==> src/rtl/wb_commit_cp0_unit_if.sv <==
// -----------------------------------------------------------------------------
// wb_commit_cp0_unit_if
// Commit bundle between the W stage and the commit/CP0 unit.
//
// lane_* signals carry up to COMMIT_WIDTH in-order W-stage instructions, and
// lane 0 is the oldest. lane_valid alone qualifies a lane; there is no ready.
// The unit accepts every valid lane in the cycle it is presented, except in
// the flush cycle (redirect_valid=1), where presented lanes are dropped.
// redirect_valid is a one-cycle pulse that comes one cycle after the
// terminating commit, and redirect_pc is the fetch target.
//
// Signals (master = W stage, slave = commit unit):
//   lane_*          master -> slave  per-lane instruction fields
//   rf_we/waddr/wdata  slave -> master  GPR write ports (combinational)
//   redirect_valid/pc  slave -> master  registered flush/redirect
// -----------------------------------------------------------------------------
interface wb_commit_cp0_unit_if #(
  parameter int COMMIT_WIDTH = 2
);
  logic [COMMIT_WIDTH-1:0]    lane_valid;
  logic [32*COMMIT_WIDTH-1:0] lane_pc;
  logic [COMMIT_WIDTH-1:0]    lane_delayed;
  logic [COMMIT_WIDTH-1:0]    lane_exc_valid;
  logic [5*COMMIT_WIDTH-1:0]  lane_exc_code;
  logic [32*COMMIT_WIDTH-1:0] lane_bad_vaddr;
  logic [COMMIT_WIDTH-1:0]    lane_exc_badva;
  logic [COMMIT_WIDTH-1:0]    lane_eret;
  logic [COMMIT_WIDTH-1:0]    lane_mtc0;
  logic [COMMIT_WIDTH-1:0]    lane_wr_valid;
  logic [5*COMMIT_WIDTH-1:0]  lane_wr_dst;
  logic [32*COMMIT_WIDTH-1:0] lane_wr_value;
  logic [COMMIT_WIDTH-1:0]    lane_hi_valid;
  logic [COMMIT_WIDTH-1:0]    lane_lo_valid;
  logic [32*COMMIT_WIDTH-1:0] lane_hi;
  logic [32*COMMIT_WIDTH-1:0] lane_lo;
  logic [COMMIT_WIDTH-1:0]    rf_we;
  logic [5*COMMIT_WIDTH-1:0]  rf_waddr;
  logic [32*COMMIT_WIDTH-1:0] rf_wdata;
  logic                       redirect_valid;
  logic [31:0]                redirect_pc;

  modport master (
    output lane_valid, lane_pc, lane_delayed, lane_exc_valid, lane_exc_code,
           lane_bad_vaddr, lane_exc_badva, lane_eret, lane_mtc0, lane_wr_valid,
           lane_wr_dst, lane_wr_value, lane_hi_valid, lane_lo_valid, lane_hi, lane_lo,
    input  rf_we, rf_waddr, rf_wdata, redirect_valid, redirect_pc
  );

  modport slave (
    input  lane_valid, lane_pc, lane_delayed, lane_exc_valid, lane_exc_code,
           lane_bad_vaddr, lane_exc_badva, lane_eret, lane_mtc0, lane_wr_valid,
           lane_wr_dst, lane_wr_value, lane_hi_valid, lane_lo_valid, lane_hi, lane_lo,
    output rf_we, rf_waddr, rf_wdata, redirect_valid, redirect_pc
  );
endinterface

==> src/rtl/wb_commit_cp0_unit.sv <==
// -----------------------------------------------------------------------------
// wb_commit_cp0_unit
// Commits up to COMMIT_WIDTH in-order W-stage instructions per cycle. Owns the
// GPR write ports, HI/LO and CP0 (Status, Cause, EPC, BadVAddr, Count,
// Compare, ErrorEPC), arbitrates exceptions / interrupts / ERET and drives a
// registered redirect to fetch.
//
// Ports:
//   clk, reset   clock, synchronous active-high reset
//   commitBus    commit bundle in, GPR writes and redirect out (slave modport)
//   ext_int      level-sensitive hardware interrupt lines
//   cp0_rsel     CP0 read select; cp0_rdata returns registered (pre-commit) state
//   hi, lo       architectural HI / LO
//
// Optional feature macro: WB_CP0_TIMER_EN enables the Count/Compare timer and
// its TI merge into Cause.IP[7]. Without it Count/Compare read 0, MTC0 to
// them is ignored and TI is 0.
// -----------------------------------------------------------------------------
module wb_commit_cp0_unit #(
  parameter int          COMMIT_WIDTH = 2,
  parameter logic [31:0] RESET_STATUS = 32'h0040_0004,
  parameter logic [31:0] EXC_VEC_BEV  = 32'hbfc0_0380,
  parameter logic [31:0] EXC_VEC_NORM = 32'h8000_0180
) (
  input  logic                clk,
  input  logic                reset,
  wb_commit_cp0_unit_if.slave commitBus,
  input  logic [5:0]          ext_int,
  input  logic [4:0]          cp0_rsel,
  output logic [31:0]         cp0_rdata,
  output logic [31:0]         hi,
  output logic [31:0]         lo
);
  localparam int W = COMMIT_WIDTH;

  // Architectural state
  logic [31:0] statusReg, epcReg, badVAddrReg, errorEpcReg, hiReg, loReg;
  logic        causeBd;
  logic [7:0]  causeIp;
  logic [4:0]  causeExc;
  logic        redirectValid;
  logic [31:0] redirectPc;
  logic [31:0] countReg, compareReg;
  logic        tiReg;

`ifdef WB_CP0_TIMER_EN
  logic        toggleReg, toggleNext;
  logic [31:0] countNext, compareNext;
  logic        tiNext, countWritten, compareWritten;
`else
  assign countReg   = '0;
  assign compareReg = '0;
  assign tiReg      = 1'b0;
`endif

  // Per-lane field views
  logic [31:0] lanePc [W];
  logic [31:0] laneBadVa [W];
  logic [31:0] laneWrValue [W];
  logic [31:0] laneHi [W];
  logic [31:0] laneLo [W];
  logic [4:0]  laneExcCode [W];
  logic [4:0]  laneDst [W];

  for (genvar g = 0; g < W; g++) begin : g_lane
    assign lanePc[g]      = commitBus.lane_pc[32*g +: 32];
    assign laneBadVa[g]   = commitBus.lane_bad_vaddr[32*g +: 32];
    assign laneWrValue[g] = commitBus.lane_wr_value[32*g +: 32];
    assign laneHi[g]      = commitBus.lane_hi[32*g +: 32];
    assign laneLo[g]      = commitBus.lane_lo[32*g +: 32];
    assign laneExcCode[g] = commitBus.lane_exc_code[5*g +: 5];
    assign laneDst[g]     = commitBus.lane_wr_dst[5*g +: 5];
  end

  // Lanes presented during reset or in the flush cycle have no effect.
  logic [W-1:0] laneLive;
  assign laneLive = (reset || redirectValid) ? '0 : commitBus.lane_valid;

  logic intTaken;
  assign intTaken = laneLive[0] && (|(causeIp & statusReg[15:8])) &&
                    statusReg[0] && !statusReg[1] && !statusReg[2];

  // Commit scan: first live lane with interrupt/exception/ERET terminates;
  // lanes before it commit, it and all younger lanes are killed.
  logic [W-1:0] committed;
  logic         termFound, termIsExc, termDelayed, termBadvaEn;
  logic [4:0]   termCode;
  logic [31:0]  termPc, termBadVa;

  always_comb begin
    committed   = '0;
    termFound   = 1'b0;
    termIsExc   = 1'b0;
    termDelayed = 1'b0;
    termBadvaEn = 1'b0;
    termCode    = '0;
    termPc      = '0;
    termBadVa   = '0;
    for (int i = 0; i < W; i++) begin
      if (laneLive[i] && !termFound) begin
        if (i == 0 && intTaken) begin
          // Interrupt overrides any lane-0 exception, so no BadVAddr write.
          termFound   = 1'b1;
          termIsExc   = 1'b1;
          termCode    = 5'd0;
          termPc      = lanePc[i];
          termDelayed = commitBus.lane_delayed[i];
        end else if (commitBus.lane_exc_valid[i]) begin
          termFound   = 1'b1;
          termIsExc   = 1'b1;
          termCode    = laneExcCode[i];
          termPc      = lanePc[i];
          termDelayed = commitBus.lane_delayed[i];
          termBadvaEn = commitBus.lane_exc_badva[i];
          termBadVa   = laneBadVa[i];
        end else if (commitBus.lane_eret[i]) begin
          termFound = 1'b1;
        end else begin
          committed[i] = 1'b1;
        end
      end
    end
  end

  // GPR write enables; on a shared destination only the youngest lane writes.
  logic [W-1:0] rfCand, rfWe;
  always_comb begin
    rfCand = '0;
    rfWe   = '0;
    for (int i = 0; i < W; i++) begin
      rfCand[i] = committed[i] && commitBus.lane_wr_valid[i] &&
                  !commitBus.lane_mtc0[i] && (laneDst[i] != 5'd0);
    end
    for (int i = 0; i < W; i++) begin
      rfWe[i] = rfCand[i];
      for (int j = 0; j < W; j++) begin
        if (j > i && rfCand[j] && laneDst[j] == laneDst[i]) rfWe[i] = 1'b0;
      end
    end
  end

  assign commitBus.rf_we          = rfWe;
  assign commitBus.rf_waddr       = commitBus.lane_wr_dst;
  assign commitBus.rf_wdata       = commitBus.lane_wr_value;
  assign commitBus.redirect_valid = redirectValid;
  assign commitBus.redirect_pc    = redirectPc;

  // Next-state: per-cycle updates, then MTC0/HI/LO in lane order, then the
  // terminating event (which is youngest of all effects in program order).
  logic [31:0] statusNext, epcNext, badVAddrNext, errorEpcNext, hiNext, loNext;
  logic [31:0] redirectPcNext;
  logic        causeBdNext;
  logic [4:0]  causeExcNext;
  logic [1:0]  causeIpSwNext;

  always_comb begin
    statusNext     = statusReg;
    epcNext        = epcReg;
    badVAddrNext   = badVAddrReg;
    errorEpcNext   = errorEpcReg;
    hiNext         = hiReg;
    loNext         = loReg;
    causeBdNext    = causeBd;
    causeExcNext   = causeExc;
    causeIpSwNext  = causeIp[1:0];
    redirectPcNext = redirectPc;
`ifdef WB_CP0_TIMER_EN
    toggleNext     = !toggleReg;
    countNext      = toggleReg ? countReg + 32'd1 : countReg;
    compareNext    = compareReg;
    countWritten   = 1'b0;
    compareWritten = 1'b0;
`endif
    for (int i = 0; i < W; i++) begin
      if (committed[i]) begin
        if (commitBus.lane_hi_valid[i]) hiNext = laneHi[i];
        if (commitBus.lane_lo_valid[i]) loNext = laneLo[i];
        if (commitBus.lane_wr_valid[i] && commitBus.lane_mtc0[i]) begin
          case (laneDst[i])
            5'd8:  badVAddrNext = laneWrValue[i];
`ifdef WB_CP0_TIMER_EN
            5'd9: begin
              countNext    = laneWrValue[i];
              countWritten = 1'b1;
            end
            5'd11: begin
              compareNext    = laneWrValue[i];
              compareWritten = 1'b1;
            end
`endif
            5'd12: statusNext    = laneWrValue[i];
            5'd13: causeIpSwNext = laneWrValue[i][9:8];
            5'd14: epcNext       = laneWrValue[i];
            5'd30: errorEpcNext  = laneWrValue[i];
            default: ;
          endcase
        end
      end
    end
`ifdef WB_CP0_TIMER_EN
    // Match only on a real increment; a Compare write always leaves TI clear.
    tiNext = compareWritten ? 1'b0 :
             (tiReg | (toggleReg && !countWritten && (countReg + 32'd1 == compareReg)));
`endif
    if (termFound) begin
      if (termIsExc) begin
        if (!statusNext[1]) begin
          epcNext     = termDelayed ? termPc - 32'd4 : termPc;
          causeBdNext = termDelayed;
        end
        statusNext[1] = 1'b1;
        causeExcNext  = termCode;
        if (termBadvaEn) badVAddrNext = termBadVa;
        redirectPcNext = statusNext[22] ? EXC_VEC_BEV : EXC_VEC_NORM;
      end else if (statusNext[2]) begin
        statusNext[2]  = 1'b0;
        redirectPcNext = errorEpcNext;
      end else begin
        statusNext[1]  = 1'b0;
        redirectPcNext = epcNext;
      end
    end
  end

  always_ff @(posedge clk) begin
    if (reset) begin
      statusReg     <= RESET_STATUS;
      epcReg        <= '0;
      badVAddrReg   <= '0;
      errorEpcReg   <= '0;
      hiReg         <= '0;
      loReg         <= '0;
      causeBd       <= 1'b0;
      causeIp       <= '0;
      causeExc      <= '0;
      redirectValid <= 1'b0;
      redirectPc    <= '0;
`ifdef WB_CP0_TIMER_EN
      toggleReg     <= 1'b0;
      countReg      <= '0;
      compareReg    <= '0;
      tiReg         <= 1'b0;
`endif
    end else begin
      statusReg     <= statusNext;
      epcReg        <= epcNext;
      badVAddrReg   <= badVAddrNext;
      errorEpcReg   <= errorEpcNext;
      hiReg         <= hiNext;
      loReg         <= loNext;
      causeBd       <= causeBdNext;
      causeIp       <= {tiReg | ext_int[5], ext_int[4:0], causeIpSwNext};
      causeExc      <= causeExcNext;
      redirectValid <= termFound;
      redirectPc    <= redirectPcNext;
`ifdef WB_CP0_TIMER_EN
      toggleReg     <= toggleNext;
      countReg      <= countNext;
      compareReg    <= compareNext;
      tiReg         <= tiNext;
`endif
    end
  end

  always_comb begin
    case (cp0_rsel)
      5'd8:    cp0_rdata = badVAddrReg;
      5'd9:    cp0_rdata = countReg;
      5'd11:   cp0_rdata = compareReg;
      5'd12:   cp0_rdata = statusReg;
      5'd13:   cp0_rdata = {causeBd, tiReg, 14'd0, causeIp, 1'b0, causeExc, 2'b00};
      5'd14:   cp0_rdata = epcReg;
      5'd30:   cp0_rdata = errorEpcReg;
      default: cp0_rdata = '0;
    endcase
  end

  assign hi = hiReg;
  assign lo = loReg;
endmodule

==> src/flat_wrapper.sv <==
// flat-port wrapper written by rule: the top's interface ports become plain ports
module wb_commit_cp0_unit_flat 
#(
  parameter int          COMMIT_WIDTH = 2,
  parameter logic [31:0] RESET_STATUS = 32'h0040_0004,
  parameter logic [31:0] EXC_VEC_BEV  = 32'hbfc0_0380,
  parameter logic [31:0] EXC_VEC_NORM = 32'h8000_0180
)
  (clk, reset, ext_int, cp0_rsel, cp0_rdata, hi, lo, commitBus_lane_valid, commitBus_lane_pc, commitBus_lane_delayed, commitBus_lane_exc_valid, commitBus_lane_exc_code, commitBus_lane_bad_vaddr, commitBus_lane_exc_badva, commitBus_lane_eret, commitBus_lane_mtc0, commitBus_lane_wr_valid, commitBus_lane_wr_dst, commitBus_lane_wr_value, commitBus_lane_hi_valid, commitBus_lane_lo_valid, commitBus_lane_hi, commitBus_lane_lo, commitBus_rf_we, commitBus_rf_waddr, commitBus_rf_wdata, commitBus_redirect_valid, commitBus_redirect_pc);
  wb_commit_cp0_unit_if #(.COMMIT_WIDTH(COMMIT_WIDTH)) commitBus_i ();
  input  logic clk;
  input  logic reset;
  input  logic [5:0] ext_int;
  input  logic [4:0] cp0_rsel;
  output logic [31:0] cp0_rdata;
  output logic [31:0] hi;
  output logic [31:0] lo;
  input wire logic [$bits(commitBus_i.lane_valid)-1:0] commitBus_lane_valid;
  input wire logic [$bits(commitBus_i.lane_pc)-1:0] commitBus_lane_pc;
  input wire logic [$bits(commitBus_i.lane_delayed)-1:0] commitBus_lane_delayed;
  input wire logic [$bits(commitBus_i.lane_exc_valid)-1:0] commitBus_lane_exc_valid;
  input wire logic [$bits(commitBus_i.lane_exc_code)-1:0] commitBus_lane_exc_code;
  input wire logic [$bits(commitBus_i.lane_bad_vaddr)-1:0] commitBus_lane_bad_vaddr;
  input wire logic [$bits(commitBus_i.lane_exc_badva)-1:0] commitBus_lane_exc_badva;
  input wire logic [$bits(commitBus_i.lane_eret)-1:0] commitBus_lane_eret;
  input wire logic [$bits(commitBus_i.lane_mtc0)-1:0] commitBus_lane_mtc0;
  input wire logic [$bits(commitBus_i.lane_wr_valid)-1:0] commitBus_lane_wr_valid;
  input wire logic [$bits(commitBus_i.lane_wr_dst)-1:0] commitBus_lane_wr_dst;
  input wire logic [$bits(commitBus_i.lane_wr_value)-1:0] commitBus_lane_wr_value;
  input wire logic [$bits(commitBus_i.lane_hi_valid)-1:0] commitBus_lane_hi_valid;
  input wire logic [$bits(commitBus_i.lane_lo_valid)-1:0] commitBus_lane_lo_valid;
  input wire logic [$bits(commitBus_i.lane_hi)-1:0] commitBus_lane_hi;
  input wire logic [$bits(commitBus_i.lane_lo)-1:0] commitBus_lane_lo;
  output wire logic [$bits(commitBus_i.rf_we)-1:0] commitBus_rf_we;
  output wire logic [$bits(commitBus_i.rf_waddr)-1:0] commitBus_rf_waddr;
  output wire logic [$bits(commitBus_i.rf_wdata)-1:0] commitBus_rf_wdata;
  output wire logic [$bits(commitBus_i.redirect_valid)-1:0] commitBus_redirect_valid;
  output wire logic [$bits(commitBus_i.redirect_pc)-1:0] commitBus_redirect_pc;
  assign commitBus_i.lane_valid = commitBus_lane_valid;
  assign commitBus_i.lane_pc = commitBus_lane_pc;
  assign commitBus_i.lane_delayed = commitBus_lane_delayed;
  assign commitBus_i.lane_exc_valid = commitBus_lane_exc_valid;
  assign commitBus_i.lane_exc_code = commitBus_lane_exc_code;
  assign commitBus_i.lane_bad_vaddr = commitBus_lane_bad_vaddr;
  assign commitBus_i.lane_exc_badva = commitBus_lane_exc_badva;
  assign commitBus_i.lane_eret = commitBus_lane_eret;
  assign commitBus_i.lane_mtc0 = commitBus_lane_mtc0;
  assign commitBus_i.lane_wr_valid = commitBus_lane_wr_valid;
  assign commitBus_i.lane_wr_dst = commitBus_lane_wr_dst;
  assign commitBus_i.lane_wr_value = commitBus_lane_wr_value;
  assign commitBus_i.lane_hi_valid = commitBus_lane_hi_valid;
  assign commitBus_i.lane_lo_valid = commitBus_lane_lo_valid;
  assign commitBus_i.lane_hi = commitBus_lane_hi;
  assign commitBus_i.lane_lo = commitBus_lane_lo;
  assign commitBus_rf_we = commitBus_i.rf_we;
  assign commitBus_rf_waddr = commitBus_i.rf_waddr;
  assign commitBus_rf_wdata = commitBus_i.rf_wdata;
  assign commitBus_redirect_valid = commitBus_i.redirect_valid;
  assign commitBus_redirect_pc = commitBus_i.redirect_pc;
  wb_commit_cp0_unit #(.COMMIT_WIDTH(COMMIT_WIDTH), .RESET_STATUS(RESET_STATUS), .EXC_VEC_BEV(EXC_VEC_BEV), .EXC_VEC_NORM(EXC_VEC_NORM)) u_core (.clk(clk), .reset(reset), .commitBus(commitBus_i), .ext_int(ext_int), .cp0_rsel(cp0_rsel), .cp0_rdata(cp0_rdata), .hi(hi), .lo(lo));
endmodule
==> config.mk <==
export PLATFORM = sky130hd
export DESIGN_NAME = wb_commit_cp0_unit_flat
export DESIGN_NICKNAME = d
export VERILOG_FILES = /design/src/rtl/wb_commit_cp0_unit_if.sv /design/src/rtl/wb_commit_cp0_unit.sv /design/src/flat_wrapper.sv
export SDC_FILE = /design/constraint.sdc
export NUM_CORES = 1
export LEC_CHECK = 0
export CORE_AREA = 3 3 223 225
export DETAILED_ROUTE_END_ITERATION = 8
export DIE_AREA = 0 0 226 228
export DONT_BUFFER_PORTS = 1
export PLACE_DENSITY = 0.54
export SYNTH_ARGS = -nofsm -noshare
export SYNTH_HDL_FRONTEND = slang
export SYNTH_SLANG_ARGS = --single-unit
==> constraint.sdc <==
create_clock -name clk -period 3.25 [get_ports clk]
set_input_delay 0.65 -clock clk [delete_from_list [all_inputs] [get_ports clk]]
set_output_delay 0.65 -clock clk [all_outputs]
set_load 0.05 [all_outputs]
detail.png
Region (88, 135) to (138, 185) um. Cells in gray, sequential cells in the stronger gray; small squares are vias.
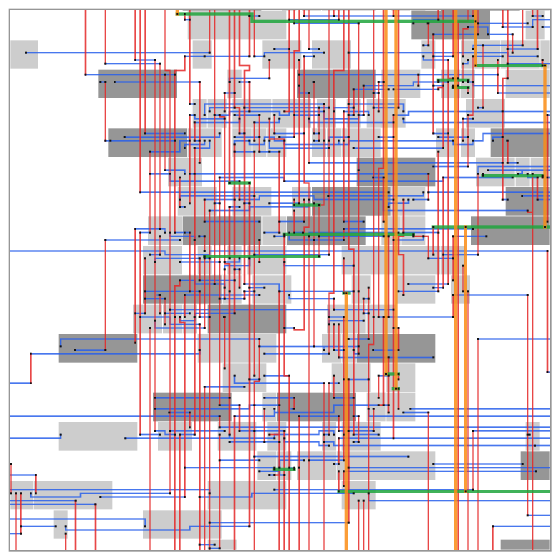
legend:
  orange:
    layer: metal 4
  blue:
    layer: metal 1
  red:
    layer: metal 2
  green:
    layer: metal 3
cells with their middle in the window: 102
sequential cells in the window: 17
netlist names of flops here include: u_core.commitBus.redirect_pc (6), u_core.epcReg (5), u_core.errorEpcReg (5)
most frequent: mux2i_1 (22), dfxtp_1 (17), nor2_1 (12)

metal_density.png
Scale: 1.5 px per um. 23 x 23 tiles, from dark purple (low) to yellow (high), scaled to the fullest tile. Values are wire area over tile area, all layers added.
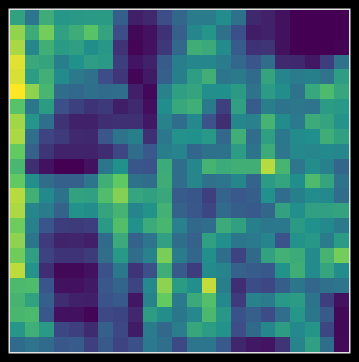
fullest tile: 0.58
mean over tiles: 0.22
nearly empty tiles: 3.2%
tiles over half the peak: 31%

==> out/qor.log <==
[status] run status finished, violations left
[status] violations in the final reports negative setup slack
[logic_synthesis] Simple-Gate Area Share 17.9%
[route] final WL 70300 um
[logic_synthesis] fraction of registers with async set/reset 0%
[min_path] worst min-delay path startpoint reset
[route] remaining number of nets flagged by the antenna check after routing 0
[sta] Worst-Margin Slew 0.989 ns
[finish] area taken by flip-flops and latches 0.00479 mm^2
[route] number of vias after detailed routing 14.0k
[logic_synthesis] Netlist cell types 85
[finish] area occupied by multi-input gates 0.00883 mm^2
[logic_synthesis] sequential-to-total area share from yosys stat 33.0%
[pwr] power density over the cells 451 mW/mm^2
[cts] number of buffers between clock root and the deepest sink 3
[floorplan] # IOs 576
[critical_path] Crit. Startpoint u_core.commitBus.redirect_valid
[global_routing] met1 global-route usage 32.6%
[route] violation tally from detailed-route iteration zero 1214
[finish] Top Layout Cells sky130_fd_sc_hd__dfxtp_1, sky130_fd_sc_hd__nor2_1, sky130_fd_sc_hd__mux2i_1
[critical_path] destination of the critical timing path commitBus_rf_we[0]
[min_path] path type of the worst min-delay path input port to flip-flop
[logic_synthesis] net count entering floorplan 2138
[finish] most frequent standard cell in the layout excluding fill and tap cells sky130_fd_sc_hd__dfxtp_1
[place] final HPWL from detailed placement 52100 um
[sta] count of endpoints failing setup in the final report 2
[sta] largest clock skew in the final design 0.0244 ns
[sta] final worst-path setup slack -0.0457 ns
[sta] Slew Limit Headroom 34.1%
[pwr] Leakage Power 6.31 nW
[logic_synthesis] Complex Gates by Area 26.0%
[cts] total of cells resized after clock tree synthesis 10
[global_routing] Global Route met3 Usage 7.82%
[finish] diode count 4
[finish] clk_buf instances 38
[floorplan] initial standard-cell utilization of the core 30.4%
[critical_path] beginning of the worst register-to-register path u_core.causeIp[5]
[route] Max Used Layer met5
[place] GP Congestion 0.914
[critical_path] cell with the largest stage delay on the worst path sky130_fd_sc_hd__or3b_4
[global_routing] GRT Resource Usage Total 25.8%
[logic_synthesis] synthesized flop and latch total 239
[logic_synthesis] FA/HA/MAJ Cells, Area Fraction 0.0862%
[sta] unrepaired setup endpoints after global routing true
[critical_path] Worst Setup End Kind output port
[finish] clock distribution area overhead in the final layout 6.07%
[floorplan] chip height 228 um
[logic_synthesis] average cell area after synthesis 8.22 um^2
[logic_synthesis] post-synth area from yosys stat 0.0145 mm^2
[logic_synthesis] synthesized-area fraction occupied by xor and xnor cells 1.27%
[floorplan] row count 80
[global_routing] wire length of the first global-routing pass 99700 um
[place] pre-CTS setup slack -0.168 ns
[finish] biggest cell category by area in the final layout multi-input combinational cells
[critical_path] kind of start point of the critical path flip-flop
[sta] Period Utilization, post-route 101%
[sta] final hold violation count 0
[logic_synthesis] Ys Warns 0
[critical_path] capture instance of the worst register-to-register path u_core.epcReg[24]
[global_routing] number of global-route vias before repair 13.5k
[floorplan] horizontal die dimension 226 um
[job] tool warnings 32
[sta] final number of max-transition violations 0
[critical_path] critical-path cell list or3b_4 -> a2111oi_4 -> buf_4 -> a21boi_4 -> nand2_2 -> nor3_4 -> a41oi_4 -> buf_12
[cts] clock root cell sky130_fd_sc_hd__clkbuf_16
[logic_synthesis] synth cell count leaders sky130_fd_sc_hd__dfxtp_1, sky130_fd_sc_hd__nor2_1, sky130_fd_sc_hd__mux2i_1, sky130_fd_sc_hd__nand2_1, sky130_fd_sc_hd__clkbuf_1
[critical_path] setup slack on the worst flop-to-flop path 0.08 ns
[global_routing] initial antenna violation count 4
[finish] layout multi-input combinational cell count 1293
placement.png
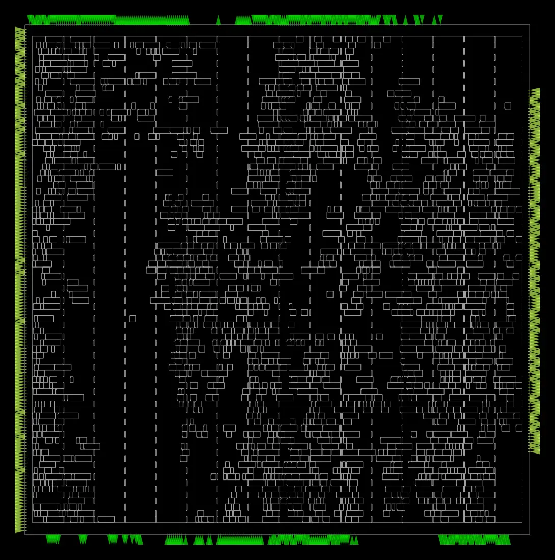
final standard cell utilization of the core: 34.9%
Seq area share: 28.7%
Filler Cells Inserted: 4970
Tap Count: 615

power_grid.png
Scale: 2 px per um. Pins as bars on the die edge.
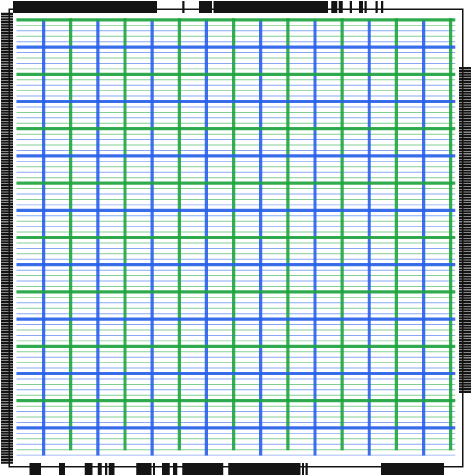
legend:
  green:
    net: VDD
  blue:
    net: VSS
met4 straps: 16
rows: 80
signal pins: 576
met1 rails: 81

per-stage QoR:
stage | hold WS [ns] | instances | power [mW]
floorplan | 0.466 | 1766 | 4.04
global placement | 0.489 | 2273 | 4.02
detailed placement | 0.492 | 2273 | 4.03
CTS | 0.136 | 2330 | 7.56
global route | 0.155 | 2342 | 7.76
finish | 0.179 | 2344 | 7.52
critical path, delay by kind of cell, from the launching register on:
family                 cells  cell delay (ns)
buffers and inverters      2             0.35
flip-flops                 1             0.35
AND/OR/NAND/NOR            3             0.76
AND-OR/OR-AND              3             0.61
report_power, final:
part,switching [mW],leakage [nW],internal (mW)
Combinational,0.470,3.87,0.310
Sequential,0.202,1.94,3.02
Clock,1.39,0.499,2.12
No activity file was given, so power comes from the tool's default toggle rates.
